**Routed clock nets over the placement**

Drawn at 6 px/um.
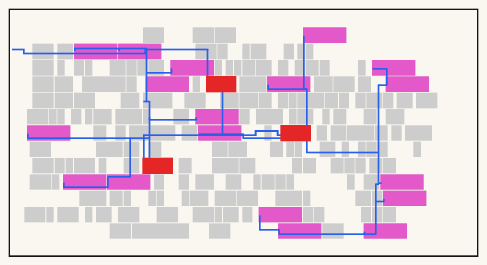
**Congestion heat map**

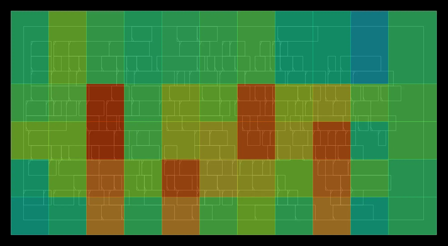
**Wire density map**

Drawn at 6 px/um. The die is cut into 16 by 8 equal tiles; white is low, dark blue is high, scaled to the fullest tile. Values are wire area over tile area, all layers added.
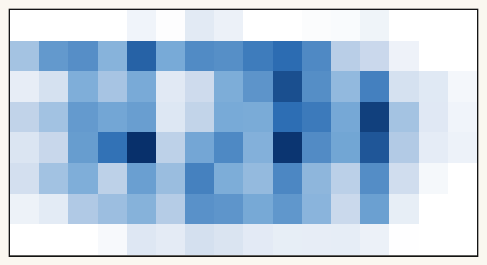
## config.mk

```make
export PLATFORM = sky130hd
export DESIGN_NAME = change_dispenser
export DESIGN_NICKNAME = d
export VERILOG_FILES = /design/src/rtl/vend_pkg.sv /design/src/rtl/change_coin_pick.sv /design/src/rtl/change_dispenser.sv
export SDC_FILE = /design/constraint.sdc
export NUM_CORES = 1
export LEC_CHECK = 0
export CORE_ASPECT_RATIO = 0.5
export CORE_MARGIN = 2
export CORE_UTILIZATION = 45
export DETAILED_ROUTE_END_ITERATION = 16
export HOLD_SLACK_MARGIN = 0.06
export MAX_ROUTING_LAYER = met4
export PLACE_DENSITY_LB_ADDON = 0.15
export SLEW_MARGIN = 5
export SYNTH_ARGS = -nofsm -noshare
export SYNTH_HDL_FRONTEND = slang
export SYNTH_SLANG_ARGS = --single-unit
```

## constraint.sdc

```tcl
create_clock -name clk -period 2.49 [get_ports clk]
set_clock_uncertainty 0.15 [all_clocks]
set_input_delay 0.6225 -clock clk [delete_from_list [all_inputs] [get_ports clk]]
set_output_delay 0.6225 -clock clk [all_outputs]
set_load 0.01 [all_outputs]
```

## src/rtl/vend_pkg.sv

```systemverilog
// Shared definitions for the vending datapath: coin encodings, dispenser states,
// and default denomination values in units of 5 cents.
package vend_pkg;
  localparam logic [1:0] COIN_NONE = 2'b00;
  localparam logic [1:0] COIN_N    = 2'b01;
  localparam logic [1:0] COIN_D    = 2'b10;
  localparam logic [1:0] COIN_Q    = 2'b11;

  localparam int Q_VAL_DEF = 5;
  localparam int D_VAL_DEF = 2;
  localparam int N_VAL_DEF = 1;

  typedef enum logic [1:0] {IDLE, SELECT, DISPENSE, DONE} disp_state_t;
endpackage

```

## src/rtl/change_coin_pick.sv

```systemverilog
// Greedy coin choice: largest denomination that fits the remaining amount and
// whose tube still has coins. pick_valid=0 means nothing can be paid.
module change_coin_pick
  import vend_pkg::*;
#(
  parameter int WIDTH = 5,
  parameter int Q_VAL = Q_VAL_DEF,
  parameter int D_VAL = D_VAL_DEF,
  parameter int N_VAL = N_VAL_DEF
) (
  input  logic [WIDTH-1:0] remaining,
  input  logic             q_empty,
  input  logic             d_empty,
  input  logic             n_empty,
  output logic [1:0]       coin_sel,
  output logic             pick_valid
);
  localparam logic [WIDTH-1:0] QV = WIDTH'(Q_VAL);
  localparam logic [WIDTH-1:0] DV = WIDTH'(D_VAL);
  localparam logic [WIDTH-1:0] NV = WIDTH'(N_VAL);

  always_comb begin
    coin_sel   = COIN_NONE;
    pick_valid = 1'b0;
    if (remaining >= QV && !q_empty) begin
      coin_sel   = COIN_Q;
      pick_valid = 1'b1;
    end else if (remaining >= DV && !d_empty) begin
      coin_sel   = COIN_D;
      pick_valid = 1'b1;
    end else if (remaining >= NV && !n_empty) begin
      coin_sel   = COIN_N;
      pick_valid = 1'b1;
    end
  end
endmodule

```

## src/rtl/change_dispenser.sv

```systemverilog
// Pays out change one coin at a time over a valid/ready handshake to the
// coin-release mechanism; reports done, shortfall and handshake timeout.
module change_dispenser
  import vend_pkg::*;
#(
  parameter int WIDTH       = 5,
  parameter int Q_VAL       = Q_VAL_DEF,
  parameter int D_VAL       = D_VAL_DEF,
  parameter int N_VAL       = N_VAL_DEF,
  parameter int ACK_TIMEOUT = 15
) (
  input  logic             clk,
  input  logic             rst_n,
  input  logic             start,
  input  logic [WIDTH-1:0] amount,
  input  logic             q_empty,
  input  logic             d_empty,
  input  logic             n_empty,
  input  logic             coin_ready,
  output logic             coin_valid,
  output logic [1:0]       coin_sel,
  output logic             busy,
  output logic             done,
  output logic             short,
  output logic             fault,
  output logic [WIDTH-1:0] remaining
);
  localparam logic [3:0] WAIT_LAST = 4'(ACK_TIMEOUT - 1);

  disp_state_t      state;
  logic [3:0]       wait_cnt;
  logic [1:0]       pick_sel;
  logic             pick_valid;
  logic [WIDTH-1:0] coin_val;

  change_coin_pick #(
    .WIDTH(WIDTH), .Q_VAL(Q_VAL), .D_VAL(D_VAL), .N_VAL(N_VAL)
  ) u_pick (
    .remaining (remaining),
    .q_empty   (q_empty),
    .d_empty   (d_empty),
    .n_empty   (n_empty),
    .coin_sel  (pick_sel),
    .pick_valid(pick_valid)
  );

  always_comb begin
    case (coin_sel)
      COIN_Q:  coin_val = WIDTH'(Q_VAL);
      COIN_D:  coin_val = WIDTH'(D_VAL);
      COIN_N:  coin_val = WIDTH'(N_VAL);
      default: coin_val = '0;
    endcase
  end

  always_ff @(posedge clk) begin
    if (!rst_n) begin
      state      <= IDLE;
      coin_valid <= 1'b0;
      coin_sel   <= COIN_NONE;
      busy       <= 1'b0;
      done       <= 1'b0;
      short      <= 1'b0;
      fault      <= 1'b0;
      remaining  <= '0;
      wait_cnt   <= '0;
    end else begin
      case (state)
        IDLE: begin
          if (start) begin
            remaining <= amount;
            short     <= 1'b0;
            fault     <= 1'b0;
            busy      <= 1'b1;
            state     <= SELECT;
          end
        end
        SELECT: begin
          if (pick_valid) begin
            coin_valid <= 1'b1;
            coin_sel   <= pick_sel;
            wait_cnt   <= '0;
            state      <= DISPENSE;
          end else begin
            // nothing payable: clean finish if fully paid, shortfall otherwise
            short <= (remaining != '0);
            done  <= 1'b1;
            state <= DONE;
          end
        end
        DISPENSE: begin
          if (coin_ready) begin
            remaining  <= remaining - coin_val;
            coin_valid <= 1'b0;
            coin_sel   <= COIN_NONE;
            state      <= SELECT;
          end else if (wait_cnt == WAIT_LAST) begin
            fault      <= 1'b1;
            short      <= 1'b1;
            coin_valid <= 1'b0;
            coin_sel   <= COIN_NONE;
            done       <= 1'b1;
            state      <= DONE;
          end else begin
            wait_cnt <= wait_cnt + 4'd1;
          end
        end
        DONE: begin
          done  <= 1'b0;
          busy  <= 1'b0;
          state <= IDLE;
        end
        default: state <= IDLE;
      endcase
    end
  end
endmodule

```

==> notes.md <==
Reports from this run.

- The flow ran to the end, and the final reports show no timing, DRC or antenna violations.
- The placeable core region is between 2000 and 3000 sq um.
- For this design, the sink count on the clock tree is 18.
- The slew at the pin closest to its max-slew limit reads around 0.47 ns.
- The H-tree depth reads 1.
- Detailed-route iteration 0 reported a violation count of 50.
- 24 I/O pins were placed.
- The overall power reads approximately 1.1 mW.
- The number of flops mapped to enable cells by yosys is 0.
- Yosys attributes the largest share of cell area to dfxtp_1 (29%), ha_1 (9.2%), a21oi_1 (6.1%), nor2_1 (5.2%), o21ai_0 (4.9%).
- The net switching power in the latest report is 384 uW.
- Counting every net in the synthesized netlist gives ~170.
- The number of gates resized after CTS was 0.
- Per the synth stats, the flop cell with the highest instance count is dfxtp_1.
- The post-CTS hold buffer count recorded in the log is 0.
- In this run, placement finished with an instance count of approximately 220.
- The delay contributed by the slowest stage of the critical path is roughly 0.46 ns.
- The post-synthesis register bit count reads 18.
- The startpoint kind of the worst setup timing path reads a primary input.
- Yosys stat counts roughly 150 cells in the synthesized netlist.
- The post-layout minimum cycle time reads 2.21 ns.
- The portion of the clock cycle consumed by the worst path in the final layout is about nine tenths.
- The combinational cell fraction of total power is 42.2%.
- The worst setup path category reads in2reg.
- The number of maximum-capacitance violations reads 0.
- The data arrival time at the worst-slack endpoint is ~2.3 ns.
- The share of the Yosys chip area taken by registers is 29.4%.
- The fraction of layout cells with a size suffix above 1 is 10.9%.
- The floorplan step set the die height to 40.9 um.
- The register share of total power reads about a third.
- The total die size reads 3180 sq um.
- The initial antenna violation count reads 0.
- The maximum vdd ir drop reads roughly 0.00034 V.
- The number of hold violations in the final report reads 0.
- The yosys stat chip area reads 1230 sq um.
- The first global-routing pass estimated roughly 4700 um of wire.
- The fraction of synthesis flops using an asynchronous set or reset pin reads 0%.
- The category of the worst setup path capture point is a flip-flop.
- The post-synthesis cell type with the largest combined area is dfxtp_1.
- The standard-cell row count reads 13.
- Across all checked pins, the minimum headroom to the slew limit is between 60 and 70%.
- During synthesis, Yosys emitted a total of 0 warnings.
- The highest-delay cell along the critical path reads or4_1.
- The final antenna diode tally reported by the flow is 0.
- The tool warning count for the run is 30.
- In the log, the iteration count for the first detailed-route pass is 4.
- The register area is 360 sq um.
- The number of setup buffers added after CTS reads 0.
- The maximum number of pins on one net before global-route repair is 14.
- The maximum buffer depth of the clock tree is 2.
- The layout overhead on the synthesized area is 30.6%.
- The net count reported at finish reads between 200 and 250.
- The tally of nets with antenna violations remaining after routing is 0.
- The number of remaining DRC errors is 0.
- The per-cell via count in the routed design is about 5.4.
- The largest fanout of any net on the critical path reads 11.
- The power per cell area is between 600 and 700 nW/um^2.
- The required time at the worst-slack endpoint reads 2.54 ns.
- Setup repair after global routing left no endpoint under its margin.
- The clock tree from TritonCTS is yes.
- The total area of multi-input combinational cells is around 800 sq um.
- The clock slew seen by the registers of the worst setup and hold paths is 0.08 ns.
- Looking at the clock tree report, the root buffer type is clkbuf_8.
- The global placement routability congestion is approximately 0.85.
- The count of unique library cells instantiated by Yosys reads about 43.
- The power report shows net switching accounting for 35.8% of the total.
- The report lists the cells along the critical path as clkdlybuf4s50_1 -> nand2b_1 -> o221ai_4 -> nor3b_2 -> buf_4 -> or4_1 -> a21oi_1.
- The count of final max-slew check failures reads 0.
- In this run the worst hold path is classified as reg2reg.
- The core utilization of the finished layout is about three fifths.
- The reported leakage power reads between 0.5 and 0.6 nW.
- Before any placement, the netlist area is recorded as approximately 1200 sq um.
- Once detailed placement completed, the half-perimeter wirelength came to 2220 um.
- The instance tally after logic synthesis reads about 150.
- The internal power summed over all cells is 688 uW.
- The highest achievable clock rate reads 453 MHz.
- The number of setup violations in the final report is 0.
- The floorplan core density reads 47.4%.
- The placement report lists the number of port buffers as 23.
- Global routing finished with a remaining overflow of 0.
- The overall die width reads 77.8 um.
- Averaged over all synthesized cells, the footprint is 8.07 sq um.
- The filler cells instantiated in the layout total 226.
- The final standard cell count with taps included and fillers excluded reads roughly 220.
- Buffers inserted during clock tree synthesis total 3.
- The via count of the first global-routing pass reads 1007.
- The area share of the largest cell type after synthesis reads between 20% and 30%.
## Picture notes: 'routed clock nets over the placement'
Key: red = clock-net drivers [count 3]; magenta = flip-flops [count 18]; blue = clock wires [length 287 um]
Position of the flops: spread over the die.
clock latency at the later pin of the worst-skew pair: 0.26 ns
Clock Power: 252 uW
Clk pwr share: 23.5%

## Picture notes: 'congestion heat map'
GRT Max-Usage Layer: met2
met2 usage: 34.5%
wire per inst: 13.0 um
GRT met3 Usage: 4.63%

## Picture notes: 'wire density map'
29% of the tiles are over half the peak. 17% of the tiles are nearly empty. The mean over all tiles is 0.14. The fullest tile reaches 0.44. The densest ninth of the die: center.
via count of the routed design: 1189
Post-Route WL: 2870 um
GRT Overall Usage: 20.2%

==> registers in the layout, summed over array words and instances (netlist names) <==
name and flops:
state 2, remaining 5, coin_valid 1, short 1, fault 1, coin_sel 2, done 1, busy 1
wait_cnt 4
==> per-layer routing <==
metal | vias to the layer above | global-route usage [%] | share of wire, %
met5 | - | - | 0
met4 | 0 | 2.68 | 0.28
met3 | 2 | 4.63 | 5.0
met2 | 26 | 34.5 | 44
met1 | 547 | 25.9 | 51
li1 | 614 | - | -
==> cell type report <==
type / instances / area share, %
multi-input combinational: 118 / 49.8
tap: 37 / 2.89
clock buffer: 4 / 3.44
inverter: 10 / 2.34
sequential: 18 / 22.5
timing repair buffer: 33 / 19.1
==> layout by cell type (no fill, tap or decap), types with 6 or more instances in the layout <==
master and instances:
clkdlybuf4s50_1 23, dfxtp_1 18, nor2_1 17, a21oi_1 15
o21ai_0 12, inv_1 10, nand2_1 10, buf_4 10
ha_1 9, nand2b_1 6
==> metrics by stage <==
step / hold WS [ns] / setup TNS, ns / worst slack, ns / instance area (sq um)
3_3_place_gp: 0.303 / 0 / 0.0451 / 1550
4_1_cts: 0.323 / 0 / 0.278 / 1600
6_report: 0.315 / 0 / 0.282 / 1600
5_1_grt: 0.354 / 0 / 0.177 / 1600
2_1_floorplan: 0.308 / 0 / 0.492 / 1230
3_5_place_dp: 0.313 / -0.000301 / -0.000301 / 1550
==> critical path: cells and delay by family <==
| family | cells | cell delay [ns] |
|---|---|---|
| buf+inv | 2 | 0.59 |
| simple gates | 3 | 0.72 |
| compound gates | 2 | 0.32 |
==> synth_stat cells (2+ instances only) <==
master    number
a211oi_1       2
a21boi_0       2
a21oi_1       15
a31oi_1        4
clkbuf_1       4
dfxtp_1       18
ha_1           9
inv_1         10
mux2i_1        4
nand2_1       10
nand2b_1       6
nand3_1        4
nor2_1        17
nor2b_1        2
nor3b_1        2
o211ai_1       2
o21ai_0       12
o21ai_1        2
or3_1          3
==> final timing paths <==
kind | start | end | slack [ns] | cells past startpoint
worst max-delay path | q_empty | wait_cnt[3]$_SDFFE_PN0P_ | 0.28 | 7
worst min-delay path | short$_SDFFE_PN0P_ | short$_SDFFE_PN0P_ | 0.31 | 2
worst max register to register | state[0]$_SDFFE_PN0P_ | remaining[4]$_SDFFE_PN0P_ | 0.43 | 8
worst min register to register | short$_SDFFE_PN0P_ | short$_SDFFE_PN0P_ | 0.31 | 2
==> power groups by stage <==
stage / registers [mW] / clock network [mW] / logic, mW
floorplan: 0.378 / 0 / 0.281
global placement: 0.373 / 0 / 0.442
detailed placement: 0.373 / 0 / 0.452
CTS: 0.367 / 0.252 / 0.454
global route: 0.372 / 0.265 / 0.501
finish: 0.368 / 0.252 / 0.452
==> kinds of logic after synthesis <==
group / Yosys count / share of synthesized area [%]
fa+ha+maj: 10 / 10.8
mux: 4 / 3.27
simple gates: 53 / 23.6
xor+xnor: 1 / 0.714
buf+inv: 16 / 5.61
flops: 18 / 29.4
compound gates: 50 / 26.6
Power is estimated from default activity; no workload was simulated.
